power_grid.png
Bar = 50 µm. Pins as bars on the die edge. Tap cells in gray.
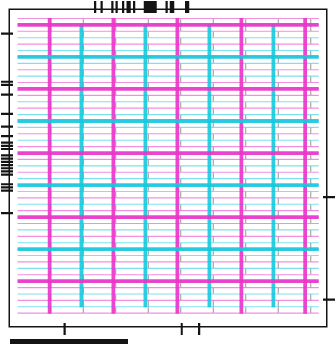
placement_by_type.png
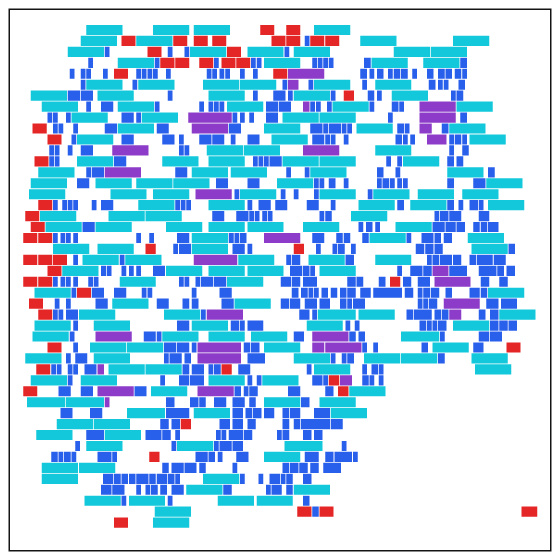
clk_routes.png
Bar = 50 µm.
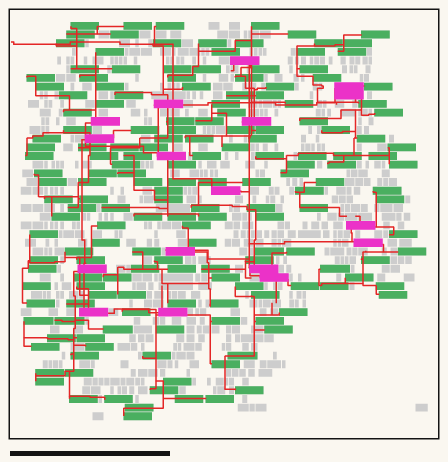
$ cat config.mk
export PLATFORM = sky130hd
export DESIGN_NAME = sd_spi_card_responder
export DESIGN_NICKNAME = d
export VERILOG_FILES = /design/src/rtl/sd_spi_card_responder.sv
export SDC_FILE = /design/constraint.sdc
export NUM_CORES = 1
export LEC_CHECK = 0
export CAP_MARGIN = 0
export CORE_MARGIN = 3
export CORE_UTILIZATION = 45
export CTS_CLUSTER_SIZE = 16
export DETAILED_ROUTE_END_ITERATION = 7
export PLACE_DENSITY = 0.64
export SYNTH_ARGS = -nofsm -noshare
export SYNTH_HDL_FRONTEND = slang
export SYNTH_SLANG_ARGS = --single-unit
$ cat constraint.sdc
create_clock -name clk -period 6.36 [get_ports clk]
set_input_delay 1.272 -clock clk [delete_from_list [all_inputs] [get_ports clk]]
set_output_delay 1.272 -clock clk [all_outputs]
set_load 0.01 [all_outputs]
$ cat src/rtl/sd_spi_card_responder.sv
// sd_spi_card_responder: card side of an SPI-mode SD link.
// Receives 48-bit command frames on SD_MOSI, clocked by the host's SD_CK, and
// decodes the initialization subset (CMD0, CMD8, CMD55, ACMD41, CMD58). It
// answers with R1/R3/R7 responses on SD_MISO after NCR_BYTES of 0xFF filler.
// SD_CK and SD_MOSI are asynchronous to clk, so both are double-synchronized.
// MOSI is sampled on SD_CK rise and MISO is updated on SD_CK fall.
// Optional feature macro: SD_CRC_CHECK_EN. When it is defined, the CRC7 field of
// each frame is checked. A frame with a bad CRC gets an R1 with the CRC error
// bit set, changes no card state and does not pulse cmd_valid.
module sd_spi_card_responder #(
  parameter int          NCR_BYTES  = 1,
  parameter int          BUSY_COUNT = 2,
  parameter logic [31:0] OCR_VALUE  = 32'h00FF8000
) (
  input  logic        clk,
  input  logic        rst_n,
  input  logic        SD_CK,
  input  logic        SD_MOSI,
  output logic        SD_MISO,
  output logic        card_ready,
  output logic        cmd_valid,
  output logic [5:0]  cmd_index,
  output logic [31:0] cmd_arg
);

  localparam logic [6:0]  NCR_LAST  = 7'(NCR_BYTES * 8 - 1);
  localparam logic [15:0] BUSY_INIT = 16'(BUSY_COUNT);
  localparam logic [5:0]  LEN_R1    = 6'd8;
  localparam logic [5:0]  LEN_LONG  = 6'd40;
  localparam logic [5:0]  LAST_BIT  = 6'd47;

  typedef enum logic [2:0] {
    HUNT,
    RX,
    DECODE,
    NCR,
    TX
  } state_t;

  state_t      state;

  logic        ck_meta;
  logic        ck_sync;
  logic        ck_prev;
  logic        mosi_meta;
  logic        mosi_sync;
  logic        ck_rise;
  logic        ck_fall;

  logic [1:0]  window;
  logic [47:0] frame;
  logic [5:0]  bit_cnt;
  logic [6:0]  ncr_cnt;
  logic [5:0]  tx_cnt;
  logic [5:0]  resp_len;
  logic [39:0] resp;

  logic        idle;
  logic        app;
  logic [15:0] busy_cnt;

  logic [5:0]  dec_index;
  logic [31:0] dec_arg;
  logic        crc_ok;
  logic        frame_unused;

  logic        nxt_idle;
  logic        nxt_app;
  logic        nxt_ready;
  logic [15:0] nxt_busy;
  logic [39:0] nxt_resp;
  logic [5:0]  nxt_len;
  logic [7:0]  r1;
  logic        r1_crc;
  logic        r1_illegal;
  logic        r1_idle;
  logic        use_long;
  logic [31:0] long_tail;

  // Bring the host clock and data into the clk domain; ck_prev gives edge detection.
  always_ff @(posedge clk or negedge rst_n) begin
    if (!rst_n) begin
      ck_meta   <= 1'b0;
      ck_sync   <= 1'b0;
      ck_prev   <= 1'b0;
      mosi_meta <= 1'b1;
      mosi_sync <= 1'b1;
    end else begin
      ck_meta   <= SD_CK;
      ck_sync   <= ck_meta;
      ck_prev   <= ck_sync;
      mosi_meta <= SD_MOSI;
      mosi_sync <= mosi_meta;
    end
  end

  assign ck_rise = ck_sync & ~ck_prev;
  assign ck_fall = ~ck_sync & ck_prev;

  // Frame layout: [47] start, [46] transmission, [45:40] index, [39:8] arg, [7:1] CRC, [0] stop.
  assign dec_index    = frame[45:40];
  assign dec_arg      = frame[39:8];
  assign frame_unused = ^{frame[47:46], frame[7:0]};

`ifdef SD_CRC_CHECK_EN
  // CRC7 with polynomial x^7 + x^3 + 1, processed MSB first.
  function automatic logic [6:0] crc7(input logic [39:0] data);
    logic [6:0] c;
    logic       fb;
    c = 7'h00;
    for (int i = 39; i >= 0; i--) begin
      fb = data[i] ^ c[6];
      c  = {c[5:0], 1'b0};
      if (fb) begin
        c = c ^ 7'h09;
      end
    end
    return c;
  endfunction

  // Compare the received CRC field against the CRC of the start, index and argument bits.
  always_comb begin
    crc_ok = (crc7(frame[47:8]) == frame[7:1]);
  end
`else
  assign crc_ok = 1'b1;
`endif

  // Work out the card state after this command and the response to send back.
  always_comb begin
    nxt_idle   = idle;
    nxt_app    = app;
    nxt_busy   = busy_cnt;
    nxt_ready  = card_ready;
    r1_crc     = 1'b0;
    r1_illegal = 1'b0;
    r1_idle    = idle;
    use_long   = 1'b0;
    long_tail  = 32'h0000_0000;
    if (!crc_ok) begin
      r1_crc = 1'b1;
    end else begin
      nxt_app = 1'b0;
      case (dec_index)
        6'd0: begin
          nxt_idle  = 1'b1;
          nxt_busy  = BUSY_INIT;
          nxt_ready = 1'b0;
          r1_idle   = 1'b1;
        end
        6'd8: begin
          use_long  = 1'b1;
          long_tail = {20'h00000, dec_arg[11:0]};
        end
        6'd55: begin
          nxt_app = 1'b1;
        end
        6'd41: begin
          if (app) begin
            if (busy_cnt != 16'd0) begin
              nxt_busy = busy_cnt - 16'd1;
              r1_idle  = 1'b1;
            end else begin
              nxt_idle  = 1'b0;
              nxt_ready = 1'b1;
              r1_idle   = 1'b0;
            end
          end else begin
            r1_illegal = 1'b1;
          end
        end
        6'd58: begin
          use_long  = 1'b1;
          long_tail = {~idle, OCR_VALUE[30:0]};
        end
        default: begin
          r1_illegal = 1'b1;
        end
      endcase
    end
    r1 = {4'b0000, r1_crc, r1_illegal, 1'b0, r1_idle};
    if (use_long) begin
      nxt_resp = {r1, long_tail};
      nxt_len  = LEN_LONG;
    end else begin
      nxt_resp = {r1, 32'h0000_0000};
      nxt_len  = LEN_R1;
    end
  end

  // Main protocol FSM: hunt for a frame start, receive, decode, wait NCR, transmit.
  always_ff @(posedge clk or negedge rst_n) begin
    if (!rst_n) begin
      state      <= HUNT;
      window     <= 2'b11;
      frame      <= '0;
      bit_cnt    <= 6'd0;
      ncr_cnt    <= 7'd0;
      tx_cnt     <= 6'd0;
      resp_len   <= LEN_R1;
      resp       <= '0;
      idle       <= 1'b1;
      app        <= 1'b0;
      busy_cnt   <= BUSY_INIT;
      SD_MISO    <= 1'b1;
      card_ready <= 1'b0;
      cmd_valid  <= 1'b0;
      cmd_index  <= 6'd0;
      cmd_arg    <= 32'h0000_0000;
    end else begin
      cmd_valid <= 1'b0;
      case (state)
        HUNT: begin
          if (ck_rise) begin
            if ({window[0], mosi_sync} == 2'b01) begin
              frame   <= {46'd0, 2'b01};
              bit_cnt <= 6'd2;
              window  <= 2'b11;
              state   <= RX;
            end else begin
              window <= {window[0], mosi_sync};
            end
          end
        end
        RX: begin
          if (ck_rise) begin
            frame <= {frame[46:0], mosi_sync};
            if (bit_cnt == LAST_BIT) begin
              state <= mosi_sync ? DECODE : HUNT;
            end else begin
              bit_cnt <= bit_cnt + 6'd1;
            end
          end
        end
        DECODE: begin
          if (crc_ok) begin
            cmd_valid <= 1'b1;
            cmd_index <= dec_index;
            cmd_arg   <= dec_arg;
          end
          idle       <= nxt_idle;
          app        <= nxt_app;
          busy_cnt   <= nxt_busy;
          card_ready <= nxt_ready;
          resp       <= nxt_resp;
          resp_len   <= nxt_len;
          ncr_cnt    <= 7'd0;
          state      <= NCR;
        end
        NCR: begin
          if (ck_fall) begin
            if (ncr_cnt == NCR_LAST) begin
              tx_cnt <= 6'd0;
              state  <= TX;
            end else begin
              ncr_cnt <= ncr_cnt + 7'd1;
            end
          end
        end
        TX: begin
          if (ck_fall) begin
            if (tx_cnt == resp_len) begin
              SD_MISO <= 1'b1;
              state   <= HUNT;
            end else begin
              SD_MISO <= resp[39];
              resp    <= {resp[38:0], 1'b0};
              tx_cnt  <= tx_cnt + 6'd1;
            end
          end
        end
        default: begin
          SD_MISO <= 1'b1;
          state   <= HUNT;
        end
      endcase
    end
  end

endmodule

==> reports/metrics.csv <==
stage,metric,value,unit
global_routing,grt ovf,0,
setup_path,crit path DAT,3.19,ns
logic_synthesis,Logic family by area,simple AND/OR/NAND/NOR gates,
routing,routed wl met2,7330,µm
finish,Layout clock area frac,7.24,%
sta,Slew headroom,24.5,%
setup_path,critical setup path kind,register to register,
power_and_ir_drop,Net Switching,0.539,mW
finish,Non-clk bufs,53,
logic_synthesis,Flops after synth,174,
finish,most frequent cells in the layout,"178 x nand2_1, 168 x dfrtp_1, 47 x nor2_1",
sta,Final min period,2.84,ns
power_and_ir_drop,Pwr top,sequential cells,
power_and_ir_drop,Tot Pwr,2.40,mW
logic_synthesis,Basic Gates by Area,19.8,%
run_status,status,"complete, no violations",
routing,final wirelength,15300,µm
logic_synthesis,Async SR Flop Fraction,100,%
setup_path,Reg2Reg Setup Slack,3.52,ns
logic_synthesis,Cell area leaders,"dfrtp_1 57%, nand2_1 9.0%, a22o_1 5.3%, o21ai_0 2.6%, nor2_1 2.4%",
global_routing,GRT met2 Usage,27.6,%
-- power_grid.png (at the start) --
legend:
  cyan:
    net: VDD
  magenta:
    net: VSS
rows: 46
met5 straps: 9
die width: 134 µm
peak supply drop: 0.000201 V
Core ar.: 16,000 µm²
die height: 134 µm

-- placement_by_type.png (at the start) --
legend:
  cyan:
    class: sequential cells
    cells: 174
  blue:
    class: combinational and other logic
    cells: 516
  red:
    class: remaining buffers and delay cells
    cells: 53
  purple:
    class: clock drivers and dummy loads
    cells: 31

-- clk_routes.png (at the start) --
legend:
  green:
    item: flip-flops
    count: 174
  magenta:
    item: clock drivers
    count: 17
  red:
    item: clock wires
    length: 2,050 µm
routed clock nets: 18
flops lie: widely spread
Clk power: 1.11 mW
Clock power frac: 46.3%
clk_skew: 0.0112 ns
Late-Pin Clk Latency: 0.43 ns

No activity file was given, so power comes from the tool's default toggle rates.
